## src/rtl/fifo_stream_adapter.sv

```systemverilog
// fifo_stream_adapter: pops a read-latency-1 FIFO into a 2-entry valid/ready stream
// and flags every FRAME_LEN-th beat with m_last to delimit matrix rows.
module fifo_stream_adapter #(
   parameter int DATA_LEN  = 8,
   parameter int FRAME_LEN = 4,
   parameter int CNT_WIDTH = 2
) (
   input  logic                clk,
   input  logic                sys_rst_n,
   input  logic                soft_clr,
   input  logic                fifo_empty,
   input  logic [DATA_LEN-1:0] fifo_data,
   output logic                fifo_rd_en,
   output logic                m_valid,
   output logic [DATA_LEN-1:0] m_data,
   output logic                m_last,
   input  logic                m_ready
);
   localparam logic [CNT_WIDTH-1:0] LAST_BEAT = CNT_WIDTH'(FRAME_LEN - 1);
   logic [1:0] occ;
   logic inflight, rst_done, pop, shift, load_head, load_tail;
   logic [CNT_WIDTH-1:0] beat_cnt;
   logic [DATA_LEN-1:0] head, tail;
   always_comb begin
      m_valid = occ != 2'd0;
      m_data = head;
      pop = m_valid & m_ready;
      m_last = m_valid & (beat_cnt == LAST_BEAT);
      // a read is only issued when its word is guaranteed a buffer slot on arrival
      fifo_rd_en = rst_done & ~soft_clr & ~fifo_empty &
                   (({1'b0, occ} + {2'b00, inflight}) < (pop ? 3'd3 : 3'd2));
      shift = pop & (occ == 2'd2);
      load_head = shift | (inflight & ((occ == 2'd0) | (pop & (occ == 2'd1))));
      load_tail = inflight & (((occ == 2'd1) & ~pop) | shift);
   end
   always_ff @(posedge clk or negedge sys_rst_n) begin
      if (!sys_rst_n) begin
         occ <= 2'd0;
         inflight <= 1'b0;
         rst_done <= 1'b0;
         beat_cnt <= '0;
         head <= '0;
         tail <= '0;
      end else begin
         rst_done <= 1'b1;
         if (soft_clr) begin
            occ <= 2'd0;
            inflight <= 1'b0;
            beat_cnt <= '0;
         end else begin
            inflight <= fifo_rd_en;
            occ <= occ + {1'b0, inflight} - {1'b0, pop};
            if (pop) beat_cnt <= (beat_cnt == LAST_BEAT) ? '0 : beat_cnt + 1'b1;
            if (load_head) head <= shift ? tail : fifo_data;
            if (load_tail) tail <= fifo_data;
         end
      end
   end
endmodule

```

## config.mk

```make
export PLATFORM = sky130hd
export DESIGN_NAME = fifo_stream_adapter
export DESIGN_NICKNAME = d
export VERILOG_FILES = /design/src/rtl/fifo_stream_adapter.sv
export SDC_FILE = /design/constraint.sdc
export NUM_CORES = 1
export LEC_CHECK = 0
export ABC_CLOCK_PERIOD_IN_PS = 4700
export CORE_MARGIN = 4
export CORE_UTILIZATION = 53
export CTS_CLUSTER_SIZE = 16
export DETAILED_ROUTE_END_ITERATION = 8
export PLACE_DENSITY = 0.87
export SLEW_MARGIN = 10
export SYNTH_ARGS = -nofsm -noshare
export SYNTH_HDL_FRONTEND = slang
export SYNTH_SLANG_ARGS = --single-unit
```

## constraint.sdc

```tcl
create_clock -name clk -period 4.7 [get_ports clk]
set_input_delay 0.94 -clock clk [delete_from_list [all_inputs] [get_ports clk]]
set_output_delay 0.94 -clock clk [all_outputs]
set_load 0.01 [all_outputs]
```

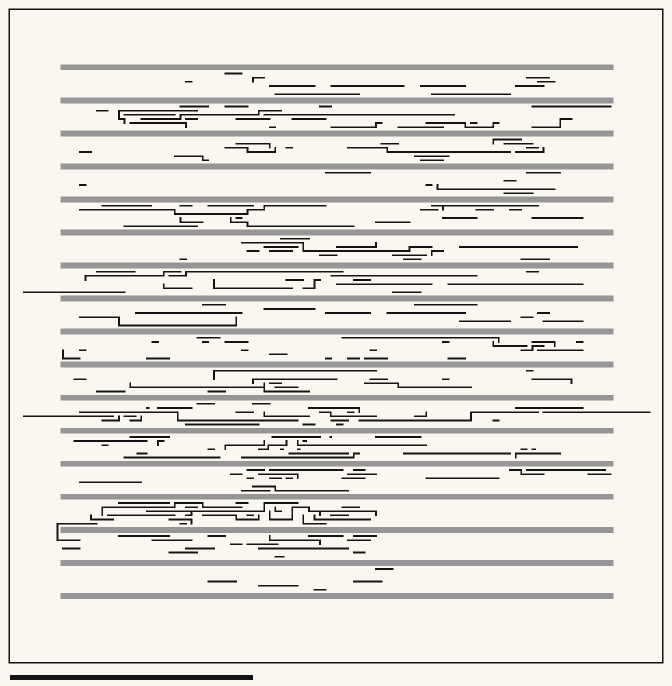
(run_1/m1.png)
Scale bar: 20 µm. Supply wires on this layer in gray.
share of all routed wire = 44%
wire length on this layer = 878 µm
final wirelength: 2020 µm
met1 Use GR: 19.5%
via count: 713

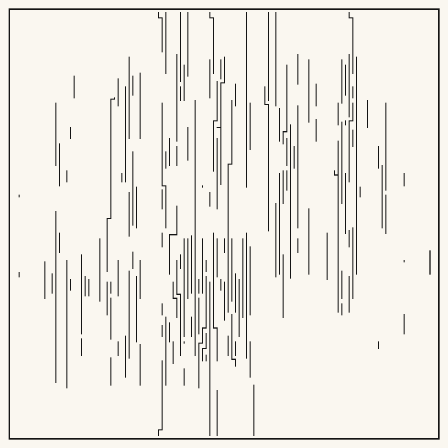
(run_1/m2.png)
main direction = vertical
share of all routed wire = 51%
wire length on this layer = 1030 µm
nets with wire on the layer = 117
longest straight run = 32.0 µm
grt met2 use: 28.0%

==> flow_summary.ini, run 1 <==
; flow metrics
[placement]
dpl-instance-area_um2 = 1350
hpwl_um = 1500
place_inst = 131
pre_cts_ws_ns = 1.03
place_congestion = 0.773
port_buffers = 23

[synthesis]
synth_area_um2 = 1110
area_leaders = dfrtp_1, mux2_2, mux2_4, ha_1, nor2_1
yosys.area.top_type = dfrtp_1
synth-adder-area-share_pct = 5.66
synth.avg_cell_area_um2 = 13.3
ys_cells = 83
yosysMostFrequentCell = dfrtp_1
synth_seq_share_pct = 49.8
syn-num-nets = 101

[final_layout]
fill_cells = 141
n_antenna_cell = 0
final_util_pct = 71.0
nets = 127
postLayoutCellArea_um2 = 1410
final_layout_size_suffix_gt1_share_pct = 26.9
seq_area_um2 = 551

[critical_path]
cp-start-kind = input pin
crit_buf_inv = 2
worstSetupPathType = in2out
crit_path_max_incr_delay_ns = 0.55
worstReg2RegStart = occ[1]
endpoint_kind = output pin
cp-startpoint = m_ready

[sta]
min_period_ns = 3.68
finalClockPeriodUsage_pct = 78.4
tns_ns = 0
max_freq_ghz = 0.271
relSlewSlack_pct = 35.5
fin_ws_ns = 1.02
drv_slew = 0

[outcome]
status = finished, final reports clean

[power_and_ir_drop]
power_leader = combinational cells
swShare_pct = 29.0
power_density_nw_per_um2 = 562
p_comb_mw = 0.325
ir_worst_vdd_mv = 0.371
leakage_nw = 0.702
clkPwrFrac_pct = 18.1
pwr.group.clock_mw = 0.143
combPwrFrac_pct = 41.1

[grt]
grt_antenna_before_repair = 0
grt_pass1_wl_um = 3270
grt-ovfl-total = 0

[detailed_routing]
vias_per_cell = 5.28
dr.pass1.iters = 4
drt_iter0_drc = 9
wire_per_inst_um = 14.9

[clocking]
cts.hold.buffers_added = 0
numCtsBuffers = 3
root_buffer = clkbuf_4
clkTransAtPathRegs_ns = 0.12
cts.path.max_buffers = 2
cts_sinks = 22
cts_tree = done

[floorplan]
boundaryPins = 24
core_area_um2 = 1980
die_area_um2 = 2880
die_width_um = 53.7

[worst_hold_path]
hp-start = m_data[6]
hp-class = reg2reg
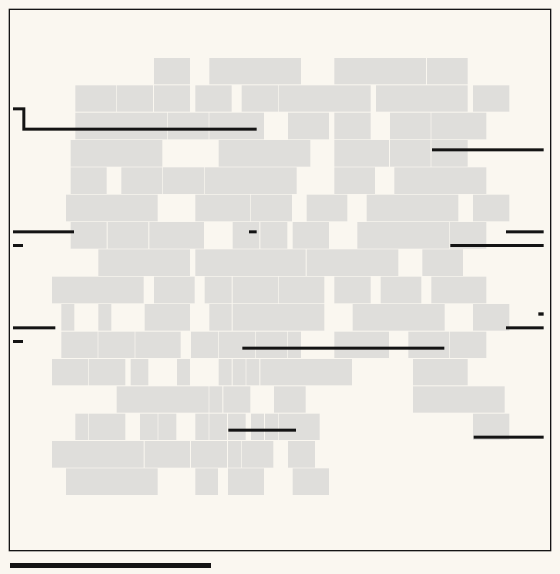
(run_1/m3.png)
Scale bar: 20 µm.
wire length on this layer = 97.0 µm
longest straight run = 23.0 µm
main direction = horizontal
GR Util met3: 3.32%

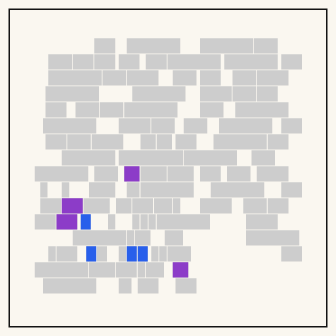
(run_1/gates.png)
aoi and oai cells -> blue  # cells 4, most used o21ai_0
and/or cells -> purple  # cells 4
Layout Cells excl Fill: 135
multi-input combinational area share: 37.3%

-- run 1: flip-flops by register name, summed over array words and instances (netlist names) --
| signal | count |
|---|---|
| inflight | 1 |
| m_data | 8 |
| beat_cnt | 2 |
| rst_done | 1 |
| tail | 8 |
| occ | 2 |
-- run 1: placed cells by master (no fill, tap or decap), drive strengths merged --
cell / synthesis / final
nor2: 6 / 6
xor2: 1 / 1
conb: 1 / 1
dfrtp: 22 / 22
ha: 5 / 5
clkbuf: 0 / 3
nand2: 3 / 3
and4b: 2 / 2
and2b: 2 / 2
clkdlybuf4s50: 0 / 23
mux2i: 1 / 1
a21oi: 1 / 1
a21o: 1 / 1
mux2: 24 / 24
inv: 4 / 4
a211o: 1 / 1
nor3: 1 / 1
bufinv: 0 / 1
nor2b: 2 / 2
o21ai: 3 / 3
xnor2: 1 / 1
-- run 1: final timing paths --
check                        endpoint  slack, ns  cells past startpoint
hold reg to reg             m_data[6]       0.52                      1
hold / removal              m_data[6]       0.52                      1
setup reg to reg               occ[1]       2.75                      7
setup / recovery           fifo_rd_en       1.02                      5
max in group asynchronous    rst_done       2.96                      1
min in group asynchronous     tail[6]       1.16                      1
-- run 1: routing by layer --
metal / global-route usage (%) / part of all wire (%) / vias up
li1: - / - / 339
met1: 19.5 / 44 / 356
met4: 5.11 / 0.50 / 0
met3: 3.32 / 4.8 / 2
met2: 28.0 / 51 / 16
met5: 0 / 0 / -
-- run 1: final cells by class --
cell class,count,share of cell area (%)
inverter,4,1.07
timing repair buffer,23,16.4
multi-input combinational,55,37.3
clock inverter,1,2.14
tap,27,2.40
sequential,22,39.1
clock buffer,3,1.60
==> run 2: changes to the inputs <==
- ABC_CLOCK_PERIOD_IN_PS: 4700 -> 3800
- CORE_UTILIZATION: 53 -> 49
- PLACE_DENSITY: 0.87 -> 0.82
- clock period: 4.7 -> 3.8 ns (I/O delays scaled with it)
==> run 2 against run 1 <==
Compared with the run above: synthesized cell count is the same; via count fell by 4.5%; combinational power is 23% higher; sequential share of layout area up 0.46 points; hold slack got worse by 0.00067 ns; register-to-register slack worse by 0.88 ns; clock power is about 10% lower; critical path depth did not move; sequential power is 24% higher; worst setup slack worse by 0.58 ns.
==> flow_summary.ini, run 2 <==
; flow metrics
[clocking]
cts.path.max_buffers = 2
cts.hold.buffers_added = 0
clkTransAtPathRegs_ns = 0.12
cts_tree = done
root_buffer = clkbuf_4

[sta]
finalClockPeriodUsage_pct = 88.5
tns_ns = 0
relSlewSlack_pct = 36.7
min_period_ns = 3.36
max_freq_ghz = 0.297

[final_layout]
final_cell_mix = clkdlybuf4s50_1, dfrtp_1, mux2_2, mux2_4, nor2_1
fin_cells = 135
fill_cells = 161
layout_top_cell = clkdlybuf4s50_1
nets = 127
n_antenna_cell = 0

[power_and_ir_drop]
p_comb_mw = 0.399
power_leader = sequential cells
leakage_nw = 0.695
swShare_pct = 30.2
combPwrFrac_pct = 43.2
ir_worst_vdd_mv = 0.438
power_density_nw_per_um2 = 665
pwr.group.clock_mw = 0.127

[placement]
port_buffers = 23
place_inst = 131
place_congestion = 0.745

[worst_hold_path]
hp-class = reg2reg
hold_depth = 1
holdPathEnd = m_data[5]

[grt]
grt-ovfl-total = 0
grt_antenna_before_repair = 0
grt_pass1_wl_um = 3240

[floorplan]
die_width_um = 55.5
core_area_um2 = 2040

[detailed_routing]
dr.pass1.iters = 4
wire_per_inst_um = 14.0
drt_iter0_drc = 8
vias_per_cell = 5.04

[critical_path]
r2r_end = occ[1]
ff2ff_path_depth = 7
cp-start-kind = input pin
worstReg2RegStart = occ[1]
r2r_slack_ns = 1.87
crit_path_max_incr_delay_ns = 0.56

[synthesis]
ys_cells = 83
yosys.area.top_type = dfrtp_1
yosysMostFrequentCell = dfrtp_1
syn-num-nets = 101
area_leaders = dfrtp_1, mux2_2, mux2_4, ha_1, nor2_1
synth_area_um2 = 1110
synth.avg_cell_area_um2 = 13.3
synth_seq_share_pct = 49.8

[outcome]
status = finished, final reports clean
[run 2: worst max path at each step]
stage                  from         end  slack (ns)  depth (start not counted)
floorplan           m_ready  fifo_rd_en        1.67                          3
global placement    m_ready  fifo_rd_en        0.51                          5
detailed placement  m_ready  fifo_rd_en        0.43                          5
CTS                 m_ready  fifo_rd_en        0.44                          5
global route        m_ready  fifo_rd_en        0.31                          5
finish              m_ready  fifo_rd_en        0.44                          5
[run 2: layout make-up]
type                    instances  area, µm²  share of cell area [%]
inverters                       4       15.0                    1.08
repair buffers                 23        230                    16.6
flip-flops and latches         22        551                    39.6
multi-input cells              55        524                    37.7
clock buffers                   4       36.3                    2.61
well taps                      27       33.8                    2.43
[run 2: logic make-up after synthesis]
family / share of synthesized area [%]
compound gates: 3.28
xor+xnor: 1.58
fa+ha+maj: 5.66
buf+inv: 2.83
flops: 49.8
mux: 28.1
other cells: 0.339
simple gates: 8.48
[run 2: layer usage]
layer | track usage (%) | share of wire (%) | up-vias
met1 | 16.4 | 45 | 329
met3 | 3.50 | 4.0 | 2
li1 | - | - | 338
met5 | 0 | 0 | -
met2 | 22.0 | 51 | 12
met4 | 3.13 | 0.69 | 0
[run 2: through the flow]
stage | power (mW) | worst slack (ns) | utilization, % | hold WS (ns) | area (µm²)
5_1_grt | 0.989 | 0.313 | 68.1 | 0.536 | 1390
3_5_place_dp | 0.806 | 0.426 | 66.3 | 0.495 | 1350
6_report | 0.924 | 0.435 | 68.1 | 0.521 | 1390
3_3_place_gp | 0.787 | 0.514 | 66.3 | 0.487 | 1350
2_1_floorplan | 0.636 | 1.67 | - | 0.464 | 1110
4_1_cts | 0.933 | 0.436 | 68.1 | 0.524 | 1390
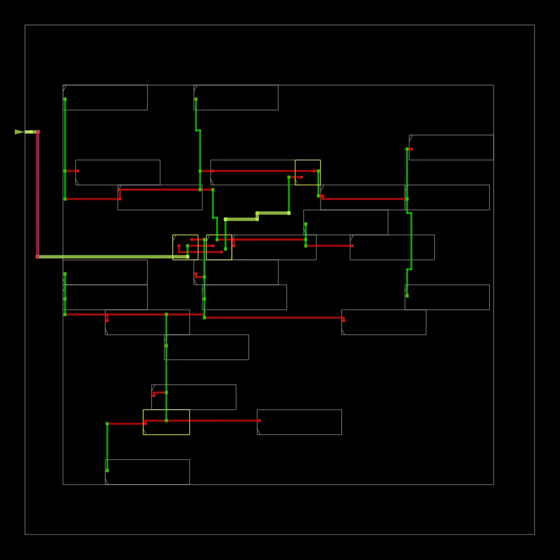
(run_2/clock_nets.png)
CTS Buf Count: 3
flop count: 22
clk latency late pin: 0.30 ns
clock buffers: 4

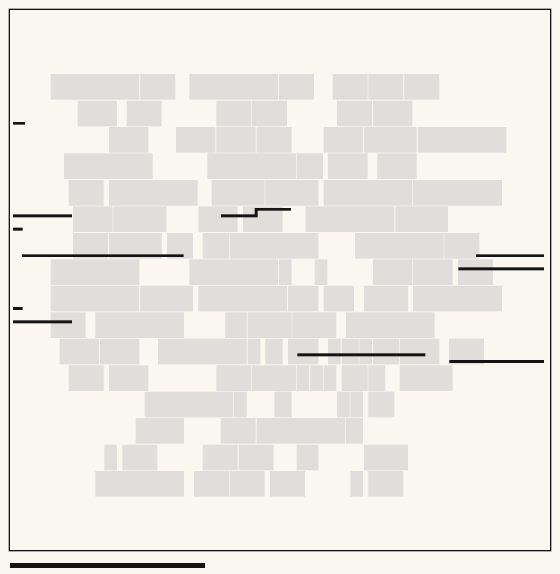
(run_2/m3.png)
Scale bar: 20 µm.
wire length on this layer = 75.2 µm
share of all routed wire = 4.0%
main direction = horizontal
longest straight run = 16.3 µm
GR Util met3: 3.50%
via count: 681
final wirelength: 1890 µm

No activity file was given, so power comes from the tool's default toggle rates.
